<file path="config.mk">
export PLATFORM = sky130hd
export DESIGN_NAME = i2s_transmitter
export DESIGN_NICKNAME = d
export VERILOG_FILES = /design/src/rtl/i2s_transmitter.sv
export SDC_FILE = /design/constraint.sdc
export NUM_CORES = 1
export LEC_CHECK = 0
export CORE_MARGIN = 8
export CORE_UTILIZATION = 34
export CTS_CLUSTER_DIAMETER = 60
export DETAILED_ROUTE_END_ITERATION = 10
export PLACE_DENSITY = 0.58
export SLEW_MARGIN = 15
export SYNTH_ARGS = -nofsm -noshare
export SYNTH_HDL_FRONTEND = slang
export SYNTH_SLANG_ARGS = --single-unit
</file>
<file path="constraint.sdc">
create_clock -name clk -period 4.3 [get_ports clk]
set_input_delay 1.29 -clock clk [delete_from_list [all_inputs] [get_ports clk]]
set_output_delay 1.29 -clock clk [all_outputs]
set_load 0.05 [all_outputs]
</file>
<file path="src/rtl/i2s_transmitter.sv">
// I2S transmitter: serializes stereo PCM pairs with a self-generated bclk/lrclk.
// Define I2S_TX_REPEAT_ON_UNDERRUN_EN to re-send the last pair on underrun (default: zero fill).
module i2s_transmitter #(
    parameter int unsigned data_width = 16,
    parameter int unsigned slot_width = 32,
    parameter int unsigned bclk_div   = 2
) (
    input  logic                  clk,
    input  logic                  rst,
    input  logic                  enable,
    input  logic [data_width-1:0] left_in,
    input  logic [data_width-1:0] right_in,
    output logic                  ready,
    output logic                  underrun,
    output logic                  bclk,
    output logic                  lrclk,
    output logic                  sdata
);

    localparam int unsigned FRAME_LEN = 2 * slot_width;
    localparam int unsigned POS_W     = $clog2(FRAME_LEN);
    localparam int unsigned DIV_W     = (bclk_div > 1) ? $clog2(bclk_div) : 1;
    localparam int unsigned IDX_W     = (data_width > 1) ? $clog2(data_width) : 1;

    localparam logic [DIV_W-1:0] DIV_LAST = DIV_W'(bclk_div - 1);
    localparam logic [POS_W-1:0] POS_LAST = POS_W'(FRAME_LEN - 1);
    localparam logic [POS_W-1:0] SLOT     = POS_W'(slot_width);
    localparam logic [POS_W-1:0] DW       = POS_W'(data_width);
    localparam logic [POS_W-1:0] LR_LO    = POS_W'(slot_width - 1);
    localparam logic [POS_W-1:0] LR_HI    = POS_W'(FRAME_LEN - 2);
    localparam logic [IDX_W-1:0] IDX_LAST = IDX_W'(data_width - 1);

    logic [DIV_W-1:0]      div_cnt_q, div_cnt_d;
    logic [POS_W-1:0]      pos_q, pos_d;
    logic                  bclk_q, bclk_d;
    logic                  lrclk_q, lrclk_d;
    logic                  sdata_q, sdata_d;
    logic                  underrun_q, underrun_d;
    logic                  full_q, full_d;
    logic                  ready_q;
    logic [data_width-1:0] hold_l_q, hold_l_d, hold_r_q, hold_r_d;
    logic [data_width-1:0] tx_l_q, tx_l_d, tx_r_q, tx_r_d;
    logic [data_width-1:0] fill_l, fill_r;
    logic [data_width-1:0] slot_word;
    logic [POS_W-1:0]      slot_pos;
    logic                  tick, fall, frame_load;

    assign tick       = (div_cnt_q == DIV_LAST);
    assign fall       = tick && bclk_q;
    assign frame_load = fall && (pos_q == POS_LAST);

`ifdef I2S_TX_REPEAT_ON_UNDERRUN_EN
    logic [data_width-1:0] last_l_q, last_r_q;

    // Remembers whatever pair went out in the current frame, fill included.
    always_ff @(posedge clk or posedge rst) begin
        if (rst) begin
            last_l_q <= '0;
            last_r_q <= '0;
        end else if (frame_load) begin
            last_l_q <= tx_l_d;
            last_r_q <= tx_r_d;
        end
    end

    assign fill_l = last_l_q;
    assign fill_r = last_r_q;
`else
    assign fill_l = '0;
    assign fill_r = '0;
`endif

    always_comb begin
        div_cnt_d  = div_cnt_q + DIV_W'(1);
        bclk_d     = bclk_q;
        pos_d      = pos_q;
        lrclk_d    = lrclk_q;
        sdata_d    = sdata_q;
        underrun_d = 1'b0;
        full_d     = full_q;
        hold_l_d   = hold_l_q;
        hold_r_d   = hold_r_q;
        tx_l_d     = tx_l_q;
        tx_r_d     = tx_r_q;
        slot_pos   = '0;
        slot_word  = '0;

        if (tick) begin
            div_cnt_d = '0;
            bclk_d    = !bclk_q;
        end

        // Frame load drains the holding register, bypasses a same-cycle pair, or fills.
        if (frame_load) begin
            if (full_q) begin
                tx_l_d = hold_l_q;
                tx_r_d = hold_r_q;
                full_d = 1'b0;
            end else if (enable) begin
                tx_l_d = left_in;
                tx_r_d = right_in;
            end else begin
                tx_l_d     = fill_l;
                tx_r_d     = fill_r;
                underrun_d = 1'b1;
            end
        end else if (enable && !full_q) begin
            hold_l_d = left_in;
            hold_r_d = right_in;
            full_d   = 1'b1;
        end

        // lrclk and sdata follow the new position so they change on bclk falling edges.
        if (fall) begin
            pos_d   = frame_load ? '0 : pos_q + POS_W'(1);
            lrclk_d = (pos_d >= LR_LO) && (pos_d <= LR_HI);
            if (pos_d >= SLOT) begin
                slot_pos  = pos_d - SLOT;
                slot_word = tx_r_d;
            end else begin
                slot_pos  = pos_d;
                slot_word = tx_l_d;
            end
            sdata_d = (slot_pos < DW) ? slot_word[IDX_LAST - IDX_W'(slot_pos)] : 1'b0;
        end
    end

    always_ff @(posedge clk or posedge rst) begin
        if (rst) begin
            div_cnt_q  <= '0;
            pos_q      <= POS_LAST;
            bclk_q     <= 1'b0;
            lrclk_q    <= 1'b0;
            sdata_q    <= 1'b0;
            underrun_q <= 1'b0;
            full_q     <= 1'b0;
            ready_q    <= 1'b1;
            hold_l_q   <= '0;
            hold_r_q   <= '0;
            tx_l_q     <= '0;
            tx_r_q     <= '0;
        end else begin
            div_cnt_q  <= div_cnt_d;
            pos_q      <= pos_d;
            bclk_q     <= bclk_d;
            lrclk_q    <= lrclk_d;
            sdata_q    <= sdata_d;
            underrun_q <= underrun_d;
            full_q     <= full_d;
            ready_q    <= !full_d;
            hold_l_q   <= hold_l_d;
            hold_r_q   <= hold_r_d;
            tx_l_q     <= tx_l_d;
            tx_r_q     <= tx_r_d;
        end
    end

    assign ready    = ready_q;
    assign underrun = underrun_q;
    assign bclk     = bclk_q;
    assign lrclk    = lrclk_q;
    assign sdata    = sdata_q;

endmodule

</file>
==> COMMIT_EDITMSG <==
Refresh implementation metrics

* Ratio of cells with drive above 1 in the final layout: 19.5%
* Layout fillers: 1054
* Area used by multi-input combinational logic: ~0.0017 sq mm
- Non-clock buffer total of the final layout: ~46
* Result of the run: complete, no violations
* Amount of wire on met3 after detailed routing: 250 microns
- Slowest cell delay on critical path: 0.80 ns
- Compound-cell area share of the yosys netlist: 13.3%
- The detailed router placed between 2000 and 3000 vias in this run.
- The number of hold buffers added after CTS was 0.
- Wires add up to 8190 microns.
- Counting tap cells, the placed design contains a total of between 500 and 600 instances.
- Worst vdd rail ir drop: around 0.16 mV
- The non-clock inverters instantiated in the layout total 6.
- Number of global-route vias before repair: around 2700
- Worst slew slack as a fraction of its limit: 46.8%
- Minimum hold slack: 0.483 ns
- Cell breakdown of the critical path: clkdlybuf4s50_1
* Simple-Gate Fraction of Synth Area: 14.3%
* Fraction of the cycle the final worst path needs: slightly below 70%
- TritonCTS built the clock tree.
* Total iterations of the first detailed-routing run: 4
- Worst path arrival time: 1.68 ns
- Most crowded layer after global routing: met2
- Final HPWL from detailed placement: approximately 5700 microns
* Number of max-slew violations in the final report: 0
- Based on the critical path, the design can be clocked at up to approximately 0.34 GHz.
- Setup violation total in the final timing report: 0
- Clk sink count: 77
- According to the cell report, the number of logic gates is 249.
- The number of setup buffers added after CTS is 0.
* Storage element area: 0.00194 sq mm
* Cell depth of the worst setup path: 1
==> worst min-delay path by stage <==
stage,from,to,depth (start not counted)
3_3_place_gp,tx_r_q[10],tx_r_q[10],2
4_1_cts,tx_r_q[10],tx_r_q[10],2
5_1_grt,tx_r_q[14],tx_r_q[14],2
2_1_floorplan,tx_r_q[11],tx_r_q[11],2
6_report,tx_r_q[10],tx_r_q[10],2
3_5_place_dp,tx_r_q[10],tx_r_q[10],2
==> where the power goes <==
part	internal [mW]	total [mW]	switching (mW)
logic	0.0668	0.114	0.0475
clock network	0.395	0.691	0.296
registers	0.763	0.783	0.0194
total	1.22	1.59	0.363
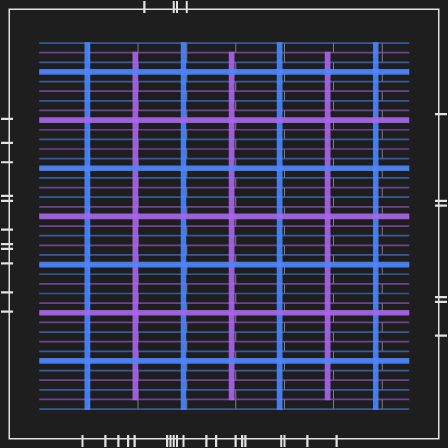
Figure 1: PDN straps and rails.
Pins as bars on the die edge. Tap cells in grey.
[purple] VDD
[blue] VSS
tap cells: 140
met1 rails: 39
signal pins: 40
met4 straps: 7
met5 straps: 7
floorplan core area: 0.0108 sq mm
Die W: 121 microns
chip height: 121 microns

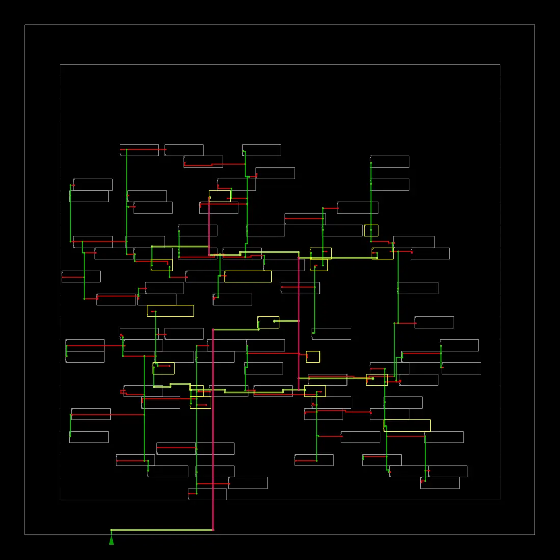
Figure 2: clock wiring as the flow saved it.
worst skew pair latency: 0.36 ns
maximum clock skew at final layout: 0.0130 ns
layout clock buffer count: 9
clock group total power: 0.691 mW
Flop Count: 77

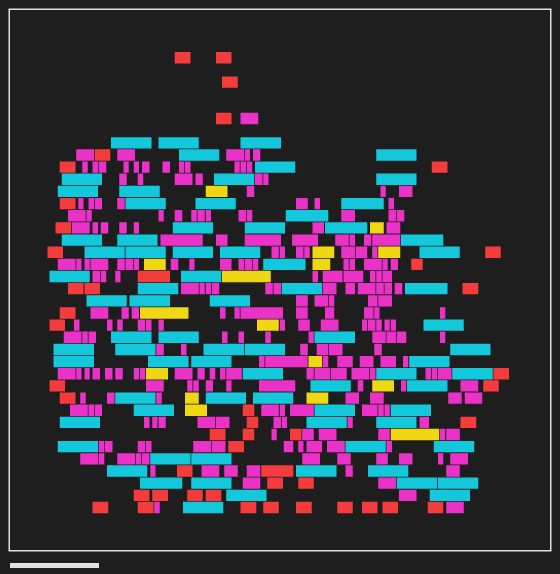
Figure 3: cell classes on the final placement.
Scale bar: 20 microns.
[yellow] clock drivers and dummy loads | cells: 16 | share of their area: 5.8%
[magenta] combinational and other logic | cells: 255 | share of their area: 39%
[cyan] sequential cells | cells: 77 | share of their area: 45%
[red] remaining buffers and delay cells | cells: 46 | share of their area: 11%
final design utilization: 41.8%
final design instance area without fill: 0.00451 sq mm
sequential share of cell area: 42.9%
cell row count: 38

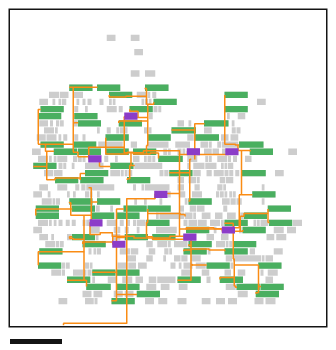
Figure 4: clock distribution.
Scale bar: 20 microns.
[purple] clock drivers | count: 9
[orange] clock wires | length: 1010 microns
[green] flip-flops | count: 77
routed clock nets: 10
clock network fraction of total power: 43.5%

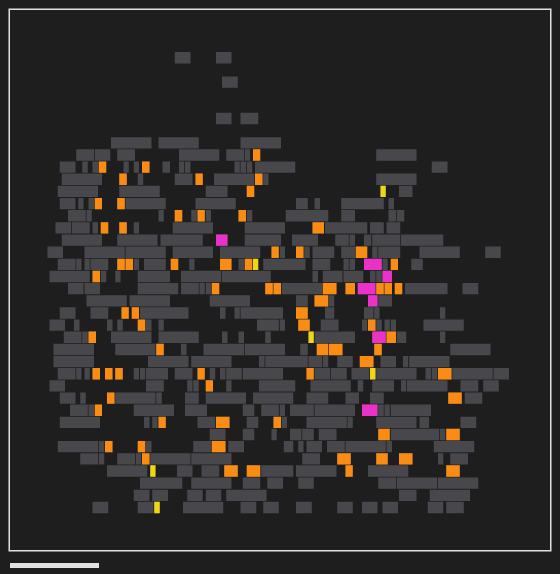
Figure 5: gate families picked out.
Scale bar: 20 microns.
[yellow] inv cells | cells: 6 | most used: inv_1
[magenta] and/or cells | cells: 7
[orange] aoi and oai cells | cells: 73 | most used: a21oi_1
dominant logic cell type in the layout: sky130_fd_sc_hd__dfrtp_1
fraction of area in multi-input gates: 36.8%
Post-Layout Cell Count: 534

No activity file was given, so power comes from the tool's default toggle rates.
